File: config.mk
export PLATFORM = sky130hd
export DESIGN_NAME = adder_share_arbiter
export DESIGN_NICKNAME = d
export VERILOG_FILES = /design/src/rtl/adder_arb_pkg.sv /design/src/rtl/adder_share_arbiter_adder.sv /design/src/rtl/adder_share_arbiter.sv
export SDC_FILE = /design/constraint.sdc
export NUM_CORES = 1
export LEC_CHECK = 0
export CORE_MARGIN = 10
export CORE_UTILIZATION = 44
export DETAILED_ROUTE_END_ITERATION = 8
export PLACE_DENSITY = 0.89
export RECOVER_POWER = 100
export SKIP_CTS_REPAIR_TIMING = 1
export SLEW_MARGIN = 30
export SYNTH_ARGS = -nofsm -noshare
export SYNTH_HDL_FRONTEND = slang
export SYNTH_SLANG_ARGS = --single-unit
File: constraint.sdc
create_clock -name clk -period 9.95 [get_ports clk]
set_input_delay 2.4875 -clock clk [delete_from_list [all_inputs] [get_ports clk]]
set_output_delay 2.4875 -clock clk [all_outputs]
set_load 0.03 [all_outputs]
File: src/rtl/adder_arb_pkg.sv
// Shared types, default widths and the round-robin search helper for the
// adder-sharing arbiter.
package adder_arb_pkg;

  localparam int DEF_DATA_W  = 32;
  localparam int DEF_NUM_REQ = 4;
  localparam int DEF_CNT_W   = 16;

  // Upper bound on the requester count that rr_pick can search.
  localparam int MAX_REQ     = 64;

  typedef enum logic [1:0] {
    IDLE = 2'd0,
    CALC = 2'd1,
    RESP = 2'd2
  } state_t;

  typedef struct packed {
    logic       found;
    logic [7:0] idx;
  } rr_pick_t;

  // First set bit of valid[n-1:0], searching ptr, ptr+1, ... modulo n.
  function automatic rr_pick_t rr_pick(input logic [MAX_REQ-1:0] valid,
                                       input int unsigned        ptr,
                                       input int unsigned        n);
    rr_pick_t    r;
    int unsigned j;
    r = '0;
    for (int unsigned i = 0; i < MAX_REQ; i++) begin
      if (i < n && !r.found) begin
        j = ptr + i;
        if (j >= n) j = j - n;
        if (valid[j]) begin
          r.found = 1'b1;
          r.idx   = 8'(j);
        end
      end
    end
    return r;
  endfunction

endpackage

File: src/rtl/adder_share_arbiter_adder.sv
// Plain combinational adder with zero / non-zero flags. Carry-out is dropped.
module adder_share_arbiter_adder
  import adder_arb_pkg::*;
#(
  parameter int GOLOBAL_DATA_BUS_WIDTH = DEF_DATA_W
) (
  input  logic [GOLOBAL_DATA_BUS_WIDTH-1:0] a,
  input  logic [GOLOBAL_DATA_BUS_WIDTH-1:0] b,
  output logic [GOLOBAL_DATA_BUS_WIDTH-1:0] sum,
  output logic                              equal_flag,
  output logic                              less_flag
);

  // Sum modulo 2^W; exactly one of the two flags is set for any sum.
  always_comb begin
    sum        = a + b;
    equal_flag = (sum == '0);
    less_flag  = (sum != '0);
  end

endmodule

File: src/rtl/adder_share_arbiter.sv
// Round-robin arbiter sharing one adder between NUM_REQ requesters.
// IDLE grants and captures operands, CALC registers the sum, RESP holds the
// result until the consumer accepts it.
module adder_share_arbiter
  import adder_arb_pkg::*;
#(
  parameter  int GOLOBAL_DATA_BUS_WIDTH = DEF_DATA_W,
  parameter  int NUM_REQ                = DEF_NUM_REQ,
  parameter  int CNT_W                  = DEF_CNT_W,
  localparam int ID_W                   = $clog2(NUM_REQ)
) (
  input  logic                                      clk,
  input  logic                                      rst_n,
  input  logic [NUM_REQ-1:0]                        req_valid,
  output logic [NUM_REQ-1:0]                        req_ready,
  input  logic [NUM_REQ*GOLOBAL_DATA_BUS_WIDTH-1:0] req_a,
  input  logic [NUM_REQ*GOLOBAL_DATA_BUS_WIDTH-1:0] req_b,
  output logic                                      resp_valid,
  input  logic                                      resp_ready,
  output logic [ID_W-1:0]                           resp_id,
  output logic [GOLOBAL_DATA_BUS_WIDTH-1:0]         resp_sum,
  output logic                                      resp_equalFlag,
  output logic                                      resp_lessFlag,
  output logic                                      busy,
  output logic [CNT_W-1:0]                          op_count
);

  localparam int W = GOLOBAL_DATA_BUS_WIDTH;

  state_t               state;
  logic [ID_W-1:0]      rr_ptr;
  logic [ID_W-1:0]      op_id;
  logic [W-1:0]         op_a;
  logic [W-1:0]         op_b;

  logic [MAX_REQ-1:0]   valid_ext;
  rr_pick_t             pick;
  logic [ID_W-1:0]      win_id;
  logic [ID_W-1:0]      next_ptr;
  logic                 grant;

  logic [W-1:0]         add_sum;
  logic                 add_eq;
  logic                 add_lt;

  // Round-robin winner search and combinational grant while IDLE.
  // NOTE: every always_comb output gets a default first so no latch is inferred.
  always_comb begin
    valid_ext              = '0;
    valid_ext[NUM_REQ-1:0] = req_valid;
    pick                   = rr_pick(valid_ext, int'(rr_ptr), NUM_REQ);
    win_id                 = ID_W'(pick.idx);
    grant                  = (state == IDLE) && pick.found;
    req_ready              = grant ? (NUM_REQ'(1) << win_id) : '0;
    next_ptr               = (win_id == ID_W'(NUM_REQ - 1)) ? '0 : win_id + 1'b1;
  end

  // Operand capture on grant; contents only matter once CALC is reached.
  // NOTE: pure datapath registers carry no reset; the FSM guards their use.
  always_ff @(posedge clk) begin
    if (grant) begin
      op_a  <= req_a[win_id*W +: W];
      op_b  <= req_b[win_id*W +: W];
      op_id <= win_id;
    end
  end

  adder_share_arbiter_adder #(
    .GOLOBAL_DATA_BUS_WIDTH(W)
  ) u_adder (
    .a         (op_a),
    .b         (op_b),
    .sum       (add_sum),
    .equal_flag(add_eq),
    .less_flag (add_lt)
  );

  // Control FSM, response registers and saturating completion counter.
  // NOTE: sequential state uses non-blocking assignments only.
  always_ff @(posedge clk or negedge rst_n) begin
    if (!rst_n) begin
      state          <= IDLE;
      rr_ptr         <= '0;
      resp_valid     <= 1'b0;
      resp_id        <= '0;
      resp_sum       <= '0;
      resp_equalFlag <= 1'b0;
      resp_lessFlag  <= 1'b0;
      op_count       <= '0;
    end else begin
      case (state)
        IDLE: begin
          if (grant) begin
            rr_ptr <= next_ptr;
            state  <= CALC;
          end
        end
        CALC: begin
          resp_sum       <= add_sum;
          resp_equalFlag <= add_eq;
          resp_lessFlag  <= add_lt;
          resp_id        <= op_id;
          resp_valid     <= 1'b1;
          state          <= RESP;
        end
        RESP: begin
          if (resp_valid && resp_ready) begin
            resp_valid <= 1'b0;
            if (op_count != '1) op_count <= op_count + 1'b1;
            state      <= IDLE;
          end
        end
        default: state <= IDLE;
      endcase
    end
  end

  // Busy is a decode of the registered state.
  assign busy = (state != IDLE);

endmodule

Figure 1. PDN straps and rails (run 1).
Scale bar: 50 um. Pins as bars on the die edge.
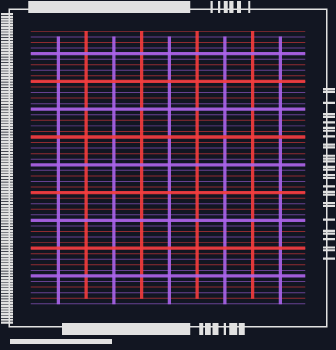
- VSS: purple
- VDD: red
- met5 straps: 9
- met4 straps: 9
- met1 rails: 50
- signal pins: 321
- rows: 49

Figure 2. Placement by cell class (run 1).
Fill, decap, tap and diode cells in grey.
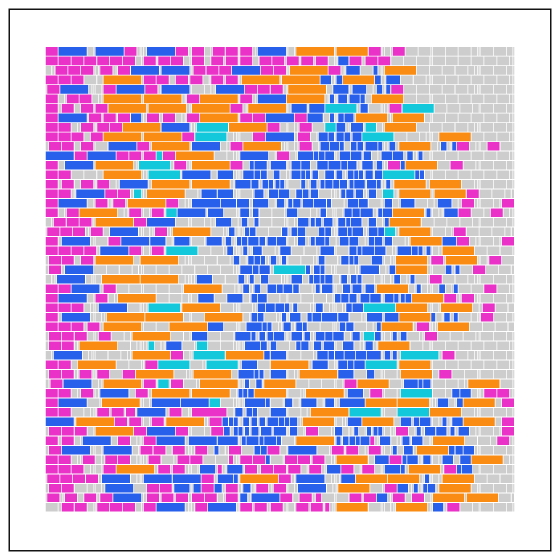
- clock drivers and dummy loads: cyan (cells 32; share of their area 5.1%)
- other buffers and delay cells: magenta (cells 326; share of their area 28%)
- flip-flops: orange (cells 123; share of their area 29%)
- all other logic: blue (cells 505; share of their area 38%)

==> impl_metrics.yaml, run 1 <==
# yosys + openroad results
final_layout:
  largestClassByArea: "combinational gates"
  nClkBuffers: 19
  stdcell_area_sq_um: 12000
global_routing:
  grt-ovfl-total: 0
  grt_busiest_layer: "met2"
  grt_usage_pct: 23.0
placement:
  gp_congestion: 0.900
  dpl_cell_area_sq_um: 11400
synth:
  yosysChipArea_sq_um: 7970
  synth_cell_types: 65
  floorplan.nets: 961
  ys_sh_mux_pct: 21.2
  post-synth-top-area-cell: "edfxtp_1"
  yosys-top-cells-count: "nand2_1 (76), edfxtp_1 (66), mux4_2 (64)"
  area_leaders: "edfxtp_1 (25%), mux4_2 (18%), dfrtp_1 (18%)"
  yosys_warnings: 0
  ys_cells: 657
timing:
  final_max_slew_viol_count: 244
  max_freq_mhz: 127
  fin_ws_ps: 2060
run:
  drv_cap: 4
worst_setup_path:
  cp_cell_sequence: "dlygate4sd3_1 > mux2i_1 > nand2_1 > nand3_1 > o22ai_1 > o21ai_4 > buf_16 > inv_1 > ha_1 > and2_1 > dlygate4sd3_1"
  worstReg2RegStart: "rr_ptr[0]"
power_and_ir_drop:
  finalPower_uw: 4830
  internal-power_uw: 2720
  maxPowerGroup: "combinational logic"
  swShare_pct: 43.7
  power_density_nw_per_um2: 403
  vdd_drop_max_v: 0.000270
die:
  chip_area_sq_um: 23900
worst_hold_path:
  min_to: "resp_sum[28]"
run_status:
  violations: "max-capacitance violations, max-slew violations"
  outcome: "complete, but fails checks"
route:
  met2_length_um: 14500
Figure 3. Clock network drawn from the DEF (run 1).
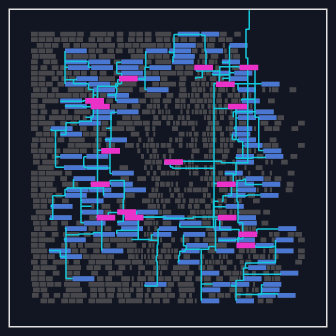
- cells driving clock nets: magenta (count 17)
- flip-flops: blue (count 123)
- clock wires: cyan (length 1620 um)
- flops lie: spread over the die
- routed clock nets: 18

Figure 4. Wiring by layer (run 1).
Scale bar: 50 um. Two of the layers only.
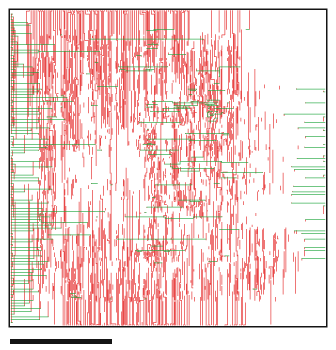

==> run 2: changes to the inputs <==
Settings changed: CORE_UTILIZATION 44 to 40, PLACE_DENSITY 0.89 to 0.86.
Clock period 9.95 ns to 6.4 ns, I/O delays scaled along.
Figure 5. Wiring by layer (run 2).
Scale bar: 50 um. Two of the layers only.
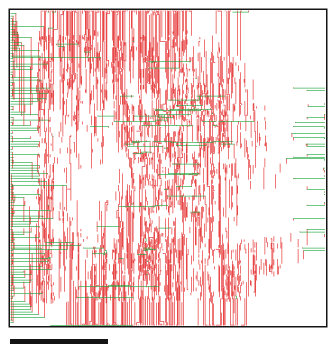
- met3: green (wire length 2100 um)
- met2: red (wire length 14200 um)

==> impl_metrics.yaml, run 2 <==
# yosys + openroad results
run_status:
  outcome: "complete, but fails checks"
  violations: "max-capacitance violations, max-slew violations"
synth:
  yosysChipArea_sq_um: 7970
  yosys_warnings: 0
  ys_cells: 657
  floorplan.nets: 961
  simple_gate_area_share_pct: 12.1
  synth_cell_types: 65
  most_common_cell: "nand2_1"
  post-synth-top-area-cell: "edfxtp_1"
  yosys-top-cells-count: "nand2_1 (76), edfxtp_1 (66), mux4_2 (64)"
  ys_sh_mux_pct: 21.2
timing:
  final_max_slew_viol_count: 243
  max_freq_mhz: 168
  fin_ws_ps: 455
power_and_ir_drop:
  swShare_pct: 44.8
  vdd_drop_max_v: 0.000452
  internal-power_uw: 4110
  maxPowerGroup: "combinational logic"
  finalPower_uw: 7440
global_routing:
  grt_usage_pct: 21.1
  grt_busiest_layer: "met2"
  grt-ovfl-total: 0
route:
  viasPerCell: 5.50
  met2_length_um: 14200
  wire_per_inst_um: 22.3
worst_hold_path:
  min_to: "resp_sum[5]"
worst_setup_path:
  endpoint: "req_ready[3]"
  cp_cell_sequence: "dlygate4sd3_1 > mux2i_1 > nand2_1 > nand3_1 > o22ai_1 > o21ai_4 > inv_1 > ha_1 > and2_1 > dlygate4sd3_1"
  startpoint_type: "input port"
  cp.arrival_ps: 4340
  worstReg2RegStart: "rr_ptr[0]"
final_layout:
  synthToLayoutAreaGrowth_pct: 50.5
  largestClassByArea: "combinational gates"
  flop_area_sq_um: 3410
  nClkBuffers: 19
placement:
  io_buffers: 320
  gp_congestion: 0.863
clock_tree:
  cts_tree: "done"
  cts_buffers: 17
die:
  chip_area_sq_um: 26000
run:
  drv_cap: 4
Figure 6. Placement by cell class (run 2).
Fill, decap, tap and diode cells in grey.
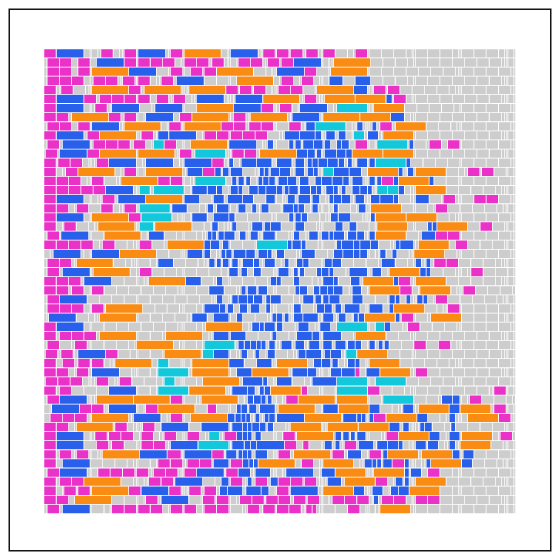

==> run 3: changes to the inputs <==
Settings changed: CORE_UTILIZATION 40 to 41, SYNTH_HIERARCHICAL from default to 1.
Figure 7. Placement by cell class (run 3).
Fill, decap, tap and diode cells in grey.
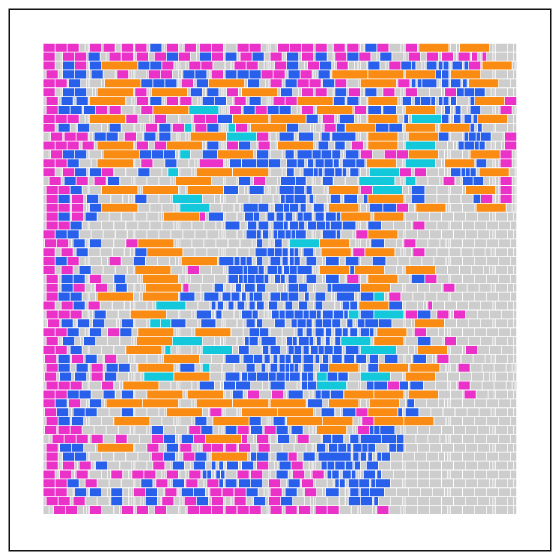
- other buffers and delay cells: magenta (cells 328; share of their area 27%)
- flip-flops: orange (cells 123; share of their area 28%)
- all other logic: blue (cells 605; share of their area 41%)
- clock drivers and dummy loads: cyan (cells 32; share of their area 4.9%)

==> impl_metrics.yaml, run 3 <==
# yosys + openroad results
run_status:
  outcome: "complete, but fails checks"
  violations: "max-capacitance violations, max-slew violations"
synth:
  ys_cells: 764
  yosys_warnings: 6
  post-synth-top-area-cell: "edfxtp_1"
  simple_gate_area_share_pct: 8.54
  floorplan.nets: 1064
  ys_sh_mux_pct: 27.8
  yosysChipArea_sq_um: 8650
  synth_cell_types: 70
  area_leaders: "edfxtp_1 (23%), mux2i_1 (23%), dfrtp_1 (16%)"
  yosys-top-cells-count: "mux2i_1 (198), edfxtp_1 (66), dfrtp_1 (57)"
  most_common_cell: "mux2i_1"
worst_setup_path:
  critPathMaxStageDelay_ps: 750
  endpoint: "req_ready[1]"
  worstReg2RegStart: "rr_ptr[0]"
  cp.arrival_ps: 4440
  cp-startpoint: "req_valid[3]"
  cp_cell_sequence: "clkdlybuf4s50_1 > mux2i_1 > or2_0 > a31oi_1 > o32a_1 > inv_2 > nor2_1 > dlygate4sd3_1"
  startpoint_type: "input port"
power_and_ir_drop:
  internal-power_uw: 4190
  swShare_pct: 45.4
  maxPowerGroup: "combinational logic"
  finalPower_uw: 7680
  power_density_nw_per_um2: 609
  vdd_drop_max_v: 0.000317
timing:
  fin_ws_ps: 361
  fin_hold_ws_ps: 481
  final_max_slew_viol_count: 127
  max_freq_mhz: 166
final_layout:
  nClkBuffers: 18
  stdcell_area_sq_um: 12600
  synthToLayoutAreaGrowth_pct: 45.7
  flop_area_sq_um: 3410
  largestClassByArea: "combinational gates"
  area_share_nonclk_buffers_pct: 25.8
global_routing:
  grt-ovfl-total: 0
  grt_usage_pct: 19.7
clock_tree:
  cts_buffers: 17
  cts_tree: "done"
worst_hold_path:
  min_to: "resp_id[0]"
placement:
  gp_congestion: 0.946
  dpl_cell_area_sq_um: 12000
  io_buffers: 320
route:
  viasPerCell: 5.43
  wire_per_inst_um: 20.6
  met2_length_um: 14100
run:
  drv_cap: 3
die:
  chip_area_sq_um: 27300

==> notes/layouts.md <==
Pictures saved along the way, in no particular order.

Clock nets.
panel A
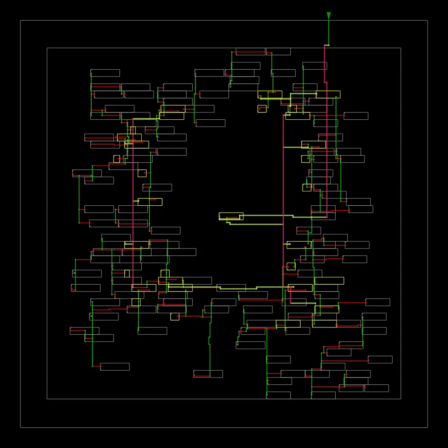
panel B
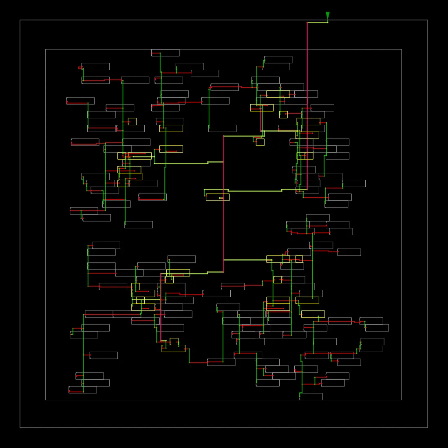
panel C
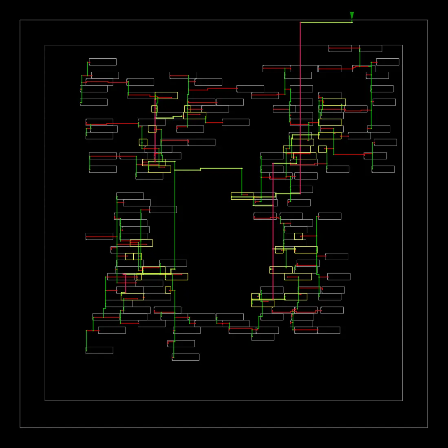
Panel B comes from run 2.
Panel C comes from run 3.
Panel A comes from run 1.

